Design refill_arbiter, sky130hd; sources not shown.
**Placed cells, one color a class**

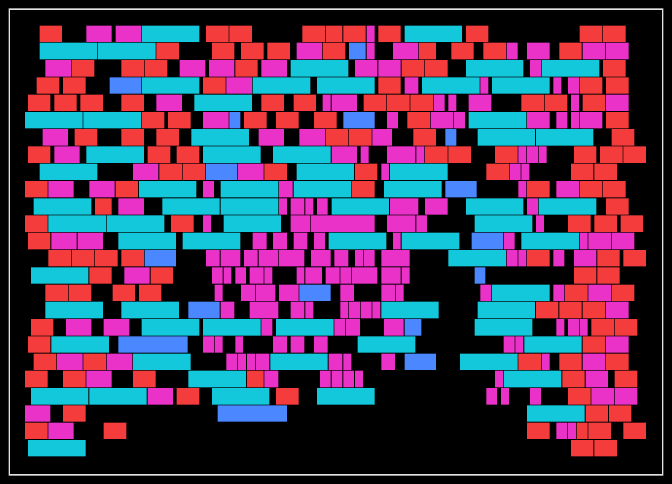
Key: magenta = combinational and other logic [cells 179, share of their area 28%]; blue = clock drivers and dummy loads [cells 16, share of their area 4.6%]; red = other buffers and delay cells [cells 138, share of their area 30%]; cyan = flops [cells 69, share of their area 38%]
summed area of non-filler cells in the final layout: 4720 um2
Seq/total area: 0.3659

**The clock network**

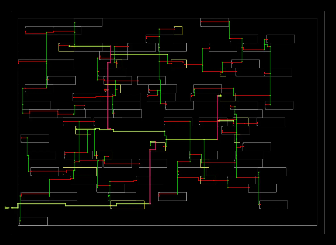
number of clock buffer instances in the layout: 9
clock network power: 435 uW
total clock buffers created by CTS: 9
total number of clock tree sinks: 69
clock latency reported for the late side of the worst-skew pair: 350 ps

**Routed clock nets over the placement**

Scale bar: 20 um.
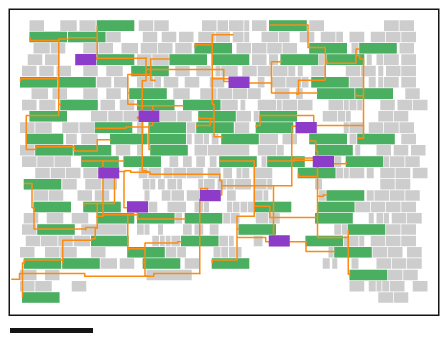
Key: purple = clock drivers [count 9]; green = flip-flops [count 69]; orange = clock wires [length 915 um]
There are 10 routed clock nets.
Clock power frac: 0.193

**Where the registers sit**

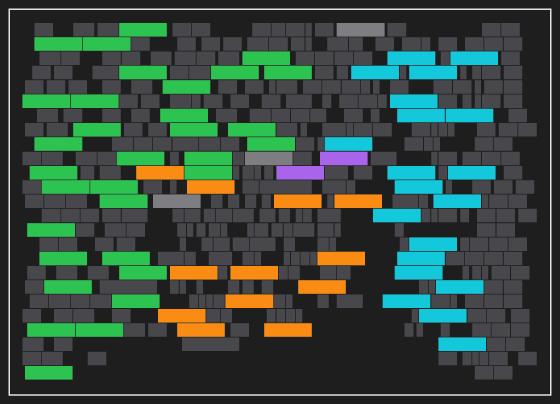
Key: green = `refill_data` [flops 32]; orange = `timer` [flops 12]; cyan = `spi_addr` [flops 20]; purple = `state` [flops 2]
sequential cell area in the final layout: 1727 um2
reported sequential group power: 815 uW
fraction of the core area covered by cells at the end of the flow: 0.7084

==> reports/writeup.txt <==
The run finished with clean final reports. The report lists the number of cells resized after CTS as 0. For the highest attainable clock frequency, the log shows 198.4 MHz. The biggest area contributor in the post-synthesis netlist is dfrtp_1. The run gives 0 for the number of nets with antenna violations after detailed routing. The Yosys step of the flow raised 0 warnings.

The placed instances occupy a cell area of 4506 um2. After routing, the total negative slack on setup checks comes to 0 ps. Note that the worst hold path type here is flip-flop to flip-flop.

Looking at the gate-level netlist, the highest instance count belongs to dfrtp_1. As logged by OpenROAD, the buffers inserted on ports number 134. Counting tap cells, the placed design contains a total of 480 instances. The number of warnings in the stage logs was 29.

Setup repair after global routing left no endpoint under its margin. The routed design shows a wire length per standard cell of 16.14 um. By count the netlist is led by dfrtp_1 (69), mux2_2 (32), nand2_1 (32). The detailed router placed 2580 vias in this run. The register with the most flip-flops in the layout has 32 of them. Sort of element at the end of the critical path: a primary output.

With the overall chip area at 7511 um2, the top-area cell type share of the netlist area is 0.5623. The initial core utilization came out at 0.4608. The chip width was 102.7 um. The number of instances in the synthesized netlist was 260. On the final layout, the worst hold slack is 283.9 ps. The cell count of the worst hold path is 2.

The worst setup path category was input pin to primary output. With the number of levels in the clock H-tree at 3, the floorplan row count is 25. The met2 usage in global routing came out at 0.3631. CTS reports a maximum clock tree buffer depth of 2. Sequential share of power: 0.361. The number of cells reported by Yosys stat comes to 260. The final layout contains 480 nets.

The setup violation total in the final timing report came out at 0. The power report lists cell-internal power as 1.517 mW. Counting flops with a built-in enable in the synthesized netlist gives 0.

The tools report the detailed-router iteration count before antenna repair as 4. The congestion estimate from routability-driven global placement came to 0.8525. Sorting the synthesized cells by area gives the leading types as dfrtp_1 (56%), mux2_2 (12%), mux2i_1 (6.5%).

In the routed design, unresolved DRC markers number 0. With the fraction of met1 tracks used by global routing at 0.2550, the proportion of register bits with asynchronous set or reset after synthesis is 1.000. The run gives 0.5623 as the share of synthesized area occupied by flip-flops and latches. The global-route wire length before repair was 12.58 mm; the aggregate global routing overflow was 0.

The met3 track demand over resource in global routing was 0.1130.
==> per-stage QoR <==
step / power, mW / setup slack, ps / util
detailed placement: 1.840 / 667.4 / 0.6762
global route: 2.408 / 590.6 / 0.7084
floorplan: 1.283 / 1702 / -
finish: 2.258 / 660.3 / 0.7084
CTS: 2.281 / 664.0 / 0.7084
global placement: 1.788 / 720.6 / 0.6762
==> final cells by class <==
type	instances	area, um2	area share
well taps	94	117.6	0.02492
flip-flops and latches	69	1727	0.3659
clock inverters	7	90.09	0.01909
inverters	5	18.77	0.003977
multi-input cells	174	1276	0.2704
repair buffers	138	1366	0.2895
clock buffers	9	123.9	0.02625
==> kinds of logic (layout without fill, tap and decap cells) <==
logic type      after synthesis  in the layout  synth area share
flops                        69             69            0.5623
simple gates                 60             60           0.09413
compound gates               57             57            0.1161
mux                          52             52            0.1826
buf+inv                      17            159           0.02445
fa+ha+maj                     5              5           0.02037
==> power by group through the flow <==
stage | clock, mW | combinational, mW | sequential, mW
after floorplan | 0 | 0.387 | 0.896
after global placement | 0 | 0.983 | 0.805
after detailed placement | 0 | 1.02 | 0.823
after CTS | 0.443 | 1.02 | 0.815
after global routing | 0.468 | 1.10 | 0.844
final | 0.435 | 1.01 | 0.815
==> worst max-delay path, cell delays in order <==
cell and delay [ps]:
clkdlybuf4s50_1 580, nor4bb_1 250, clkdlybuf4s50_1 590
==> metal layers <==
metal	up-vias	routed length (um)
met3	16	1072
met5	-	0
li1	1210	-
met1	1226	3092
met4	0	115
met2	128	3727
==> placed cells by master, fill, tap and decap left out, types with 3 or more instances in the layout <==
cell             synthesis  final
a21oi_1                  6      6
a22o_1                   4      4
a31oi_1                  7      7
a41oi_1                  3      3
buf_4                    0      4
clkbuf_8                 0      9
clkdlybuf4s50_1          0    133
clkinv_2                 0      3
dfrtp_1                 69     69
ha_1                     5      5
inv_1                    5      5
mux2_2                  32     32
mux2i_1                 20     20
nand2_1                 32     32
nand4_1                  3      3
nor2_1                   8      8
o21ai_0                 18     18
o21ai_1                 11     10
o22ai_1                  4      4
Power and IR drop assume default switching activity.
